<file path="src/rtl/xadc_pkg.sv">
// Shared XADC/DRP constants and the sampler FSM state type.
package xadc_pkg;

  localparam int unsigned XADC_RES_W = 12;
  localparam int unsigned DRP_ADDR_W = 7;
  localparam int unsigned DRP_DATA_W = 16;

  localparam logic [DRP_ADDR_W-1:0] ADDR_TEMP   = 7'h00;
  localparam logic [DRP_ADDR_W-1:0] ADDR_VCCINT = 7'h01;
  localparam logic [DRP_ADDR_W-1:0] ADDR_VAUX0  = 7'h10;
  localparam logic [DRP_ADDR_W-1:0] ADDR_VAUX1  = 7'h11;
  localparam logic [DRP_ADDR_W-1:0] ADDR_VAUX3  = 7'h13;
  localparam logic [DRP_ADDR_W-1:0] ADDR_VAUX11 = 7'h1B;

  typedef enum logic [1:0] {
    ST_IDLE,
    ST_REQ,
    ST_WAIT,
    ST_DONE
  } state_e;

endpackage

</file>
<file path="src/rtl/xadc_drp_sampler.sv">
// Reads NUM_CH XADC channels over DRP per trigger and publishes a coherent frame.
// Optional DRP read timeout: define XADC_DRP_SAMPLER_TIMEOUT_EN.
module xadc_drp_sampler
  import xadc_pkg::*;
#(
  parameter int unsigned           NUM_CH   = 2,
  parameter logic [DRP_ADDR_W-1:0] CH_ADDR0 = ADDR_VAUX3,
  parameter logic [DRP_ADDR_W-1:0] CH_ADDR1 = ADDR_VAUX11,
  parameter logic [DRP_ADDR_W-1:0] CH_ADDR2 = ADDR_VAUX0,
  parameter logic [DRP_ADDR_W-1:0] CH_ADDR3 = ADDR_VAUX1,
  parameter int unsigned           TIMEOUT  = 64
) (
  input  logic                         clk,
  input  logic                         rst,
  input  logic                         trigger,
  output logic                         drp_den,
  output logic [DRP_ADDR_W-1:0]        drp_daddr,
  output logic                         drp_dwe,
  input  logic                         drp_drdy,
  input  logic [DRP_DATA_W-1:0]        drp_do,
  output logic [XADC_RES_W*NUM_CH-1:0] ch_data,
  output logic                         sample_valid,
  output logic                         busy,
  output logic                         overrun,
  output logic                         timeout_err
);

  localparam int unsigned IDX_W = (NUM_CH > 1) ? $clog2(NUM_CH) : 1;
  localparam logic [DRP_ADDR_W-1:0] ADDR_TBL [4] = '{CH_ADDR0, CH_ADDR1, CH_ADDR2, CH_ADDR3};

  state_e                        state_q, state_d;
  logic [IDX_W-1:0]              idx_q, idx_d;
  logic [XADC_RES_W-1:0]         shadow_q [NUM_CH];
  logic [XADC_RES_W-1:0]         shadow_d [NUM_CH];
  logic [XADC_RES_W*NUM_CH-1:0]  ch_data_q, ch_data_d;
  logic                          sample_valid_q, sample_valid_d;
  logic                          busy_q, busy_d;
  logic [1:0]                    tbl_idx;
  logic                          last_ch;
  logic                          unused_bits;

`ifdef XADC_DRP_SAMPLER_TIMEOUT_EN
  localparam int unsigned CNT_W = (TIMEOUT > 1) ? $clog2(TIMEOUT) : 1;
  logic [CNT_W-1:0] wait_cnt_q, wait_cnt_d;
  logic             wait_expired;

  assign wait_expired = (wait_cnt_q == CNT_W'(TIMEOUT - 1));
  assign unused_bits  = ^drp_do[3:0];
`else
  assign timeout_err  = 1'b0;
  assign unused_bits  = ^{drp_do[3:0], TIMEOUT};
`endif

  assign tbl_idx = 2'(idx_q);
  assign last_ch = (idx_q == IDX_W'(NUM_CH - 1));

  always_comb begin
    state_d        = state_q;
    idx_d          = idx_q;
    shadow_d       = shadow_q;
    ch_data_d      = ch_data_q;
    sample_valid_d = 1'b0;
`ifdef XADC_DRP_SAMPLER_TIMEOUT_EN
    timeout_err    = 1'b0;
    wait_cnt_d     = (state_q == ST_WAIT) ? wait_cnt_q + 1'b1 : '0;
`endif
    case (state_q)
      // busy_q also covers the sample_valid cycle, so a trigger there is an overrun
      ST_IDLE: begin
        if (trigger && !busy_q) begin
          state_d = ST_REQ;
          idx_d   = '0;
        end
      end
      ST_REQ: state_d = ST_WAIT;
      ST_WAIT: begin
        if (drp_drdy) begin
          for (int unsigned k = 0; k < NUM_CH; k++) begin
            if (idx_q == IDX_W'(k)) shadow_d[k] = drp_do[DRP_DATA_W-1:4];
          end
          if (last_ch) begin
            state_d = ST_DONE;
          end else begin
            idx_d   = idx_q + 1'b1;
            state_d = ST_REQ;
          end
        end
`ifdef XADC_DRP_SAMPLER_TIMEOUT_EN
        else if (wait_expired) begin
          timeout_err = 1'b1;
          state_d     = ST_IDLE;
        end
`endif
      end
      ST_DONE: begin
        for (int unsigned k = 0; k < NUM_CH; k++) begin
          ch_data_d[k*XADC_RES_W +: XADC_RES_W] = shadow_q[k];
        end
        sample_valid_d = 1'b1;
        state_d        = ST_IDLE;
      end
      default: state_d = ST_IDLE;
    endcase
    busy_d = (state_d != ST_IDLE) || (state_q == ST_DONE);
  end

  always_ff @(posedge clk) begin
    if (rst) begin
      state_q        <= ST_IDLE;
      idx_q          <= '0;
      ch_data_q      <= '0;
      sample_valid_q <= 1'b0;
      busy_q         <= 1'b0;
      for (int unsigned k = 0; k < NUM_CH; k++) shadow_q[k] <= '0;
`ifdef XADC_DRP_SAMPLER_TIMEOUT_EN
      wait_cnt_q     <= '0;
`endif
    end else begin
      state_q        <= state_d;
      idx_q          <= idx_d;
      ch_data_q      <= ch_data_d;
      sample_valid_q <= sample_valid_d;
      busy_q         <= busy_d;
      shadow_q       <= shadow_d;
`ifdef XADC_DRP_SAMPLER_TIMEOUT_EN
      wait_cnt_q     <= wait_cnt_d;
`endif
    end
  end

  assign drp_den      = (state_q == ST_REQ);
  assign drp_daddr    = drp_den ? ADDR_TBL[tbl_idx] : '0;
  assign drp_dwe      = 1'b0;
  assign ch_data      = ch_data_q;
  assign sample_valid = sample_valid_q;
  assign busy         = busy_q;
  assign overrun      = trigger && busy_q;

endmodule

</file>
<file path="config.mk">
export PLATFORM = sky130hd
export DESIGN_NAME = xadc_drp_sampler
export DESIGN_NICKNAME = d
export VERILOG_FILES = /design/src/rtl/xadc_pkg.sv /design/src/rtl/xadc_drp_sampler.sv
export SDC_FILE = /design/constraint.sdc
export NUM_CORES = 1
export LEC_CHECK = 0
export CORE_AREA = 10 10 102 104
export CTS_CLUSTER_DIAMETER = 200
export DETAILED_ROUTE_END_ITERATION = 16
export DIE_AREA = 0 0 112 114
export PLACE_DENSITY_LB_ADDON = 0.08
export SLEW_MARGIN = 30
export SYNTH_ARGS = -nofsm -noshare
export SYNTH_HDL_FRONTEND = slang
export SYNTH_SLANG_ARGS = --single-unit
</file>
<file path="constraint.sdc">
create_clock -name clk -period 1.4 [get_ports clk]
set_input_delay 0.28 -clock clk [delete_from_list [all_inputs] [get_ports clk]]
set_output_delay 0.28 -clock clk [all_outputs]
set_load 0.01 [all_outputs]
</file>
gates.png
The bar under the picture is 20 um long.
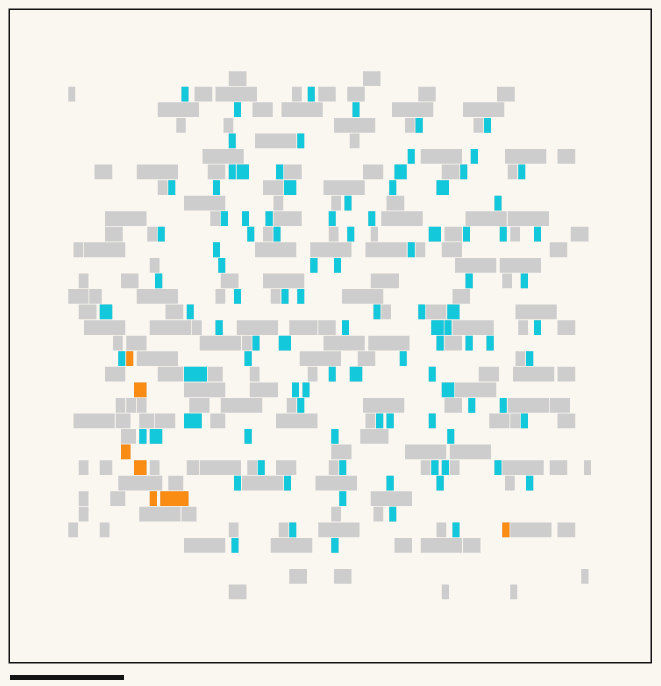
| family | colour | cells |
|---|---|---|
| nor cells | orange | 7 |
| nand cells | cyan | 102 |

layers.png
The bar under the picture is 20 um long.
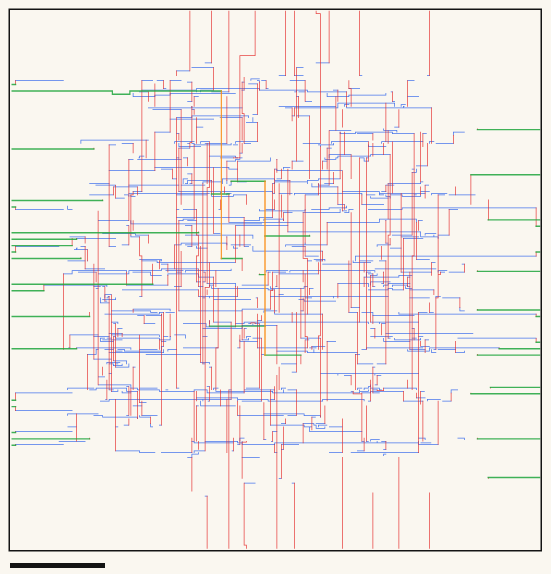
| layer | colour | wire length |
|---|---|---|
| M2 | red | 2460 um |
| M1 | blue | 2580 um |
| M4 | orange | 72.1 um |
| M3 | green | 432 um |

==> flow_summary.yaml <==
# implementation run metrics
worst_setup_path:
  path_class: "reg2out"
  critPathSlowestCell: "dfxtp_2"
  r2r_cells: 5
  worstPathCellList: "nor2b_4 > and2_1 > buf_2"
  required_ns: 1.12
  r2r-end: "shadow_q[12]$_SDFFE_PP0P_"
  crit_buf_inv: 1
  critPathMaxStageDelay_ns: 0.34
  startpoint_type: "flop"
  r2r_setup_slack_ns: 0.17
  crit_path_end_kind: "output port"
  worst_ep_arrival_time_ns: 1.04
synthesis:
  yosysTopAreaCellShare: 0.522
  seq_area_frac_synth: 0.522
  top_logic_kind: "simple AND/OR/NAND/NOR gates"
  top_cells_by_count: "88 x nand2_1, 53 x dfxtp_1, 41 x a21oi_1"
  ys_sh_xor: 0
  most_common_cell: "nand2_1"
  syn_avg_cell_area_um2: 8.23
  numSynthFlops: 53
  ys_sh_mux: 0
  synthTopCellsByArea: "dfxtp_1 52%, nand2_1 16%, a21oi_1 10%"
  ys_async_sr_fraction: 0
  synthFlopType: "dfxtp_1"
  yosysWarningCount: 0
clock_network:
  postCtsSetupRepairBufs: 0
  clk_latency_ns: 0.30
  cts_root_buf: "clkbuf_8"
  clkTransAtPathRegs_ns: 0.09
  cts.hold.buffers_added: 0
  cts_tree: "built"
  cts_max_path_buffers: 2
  h-tree-depth: 2
final_layout:
  largestClassByArea: "flip-flops and latches"
  seq_share: 0.397
  logic_gates: 173
  n_fill_cell: 928
  final_util: 0.316
  design.seq.count: 53
  final_cell_mix: "88 x nand2_1, 52 x dfxtp_1, 41 x a21oi_1"
  stdcell_area_um2: 2670
  lay_top_count: "nand2_1"
  finalNonFillerCells: 401
  layout.nets: 312
sta:
  setup_slack_ns: 0.0846
  finalCritPeriodShare: 0.940
  final-max-slew-violation-count: 0
  worst_hold_slack_ns: 0.431
  grt_setup_unrepaired: "no"
  fmax_mhz: 760
floorplan:
  core_um2: 8470
  die-area_um2: 12800
  fp-utilization: 0.240
  n_tap_cell: 108
  die_h_um: 114
  chipWidth_um: 112
placed_design:
  place_inst: 393
  hpwl_um: 3640
  pre_cts_ws_ns: -0.281
pwr:
  power_frac_seq: 0.587
  powerDensity_nw_per_um2: 976
  clock_power_share: 0.327
  swShare: 0.243
  p_leak_nw: 1.02
  seq_cell_power_w: 0.00153
  total_power_w: 0.00261
  pwr-share-comb: 0.086
routing:
  routed_wl_um: 5540
  wl_met1_um: 2580
  drtPass1Iterations: 4
  ant_nets: 0
  drtIter0Drc: 84
  met3_length_um: 432
  met2WireLength_um: 2460
global_routing:
  top_usage_layer: "met2"
  grt_first_pass_wirelength_um: 8940
  grt_util_met3: 0.0383
  met1_usage: 0.104
  gr-usage-met2: 0.134
  grt-ovfl-total: 0
hold_path:
  hp-start: "rst"
  hp-class: "in2reg"
run_status:
  outcome: "completed"
util_map.png
11 x 11 tiles, from dark blue (low) to red (high), 0 to 100% covered.
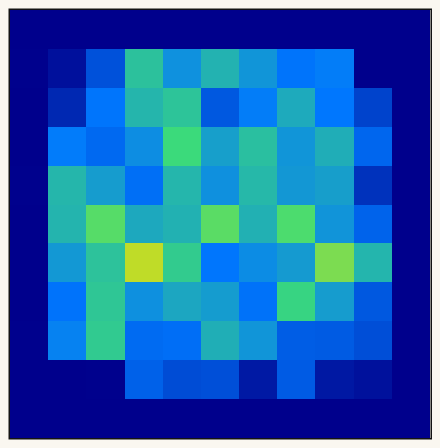
densest ninth of the die: centre
fullest tile: 67%
nearly empty tiles: 36%
emptiest ninth of the die: south-east
mean over tiles: 20%

Power and IR drop assume default switching activity.
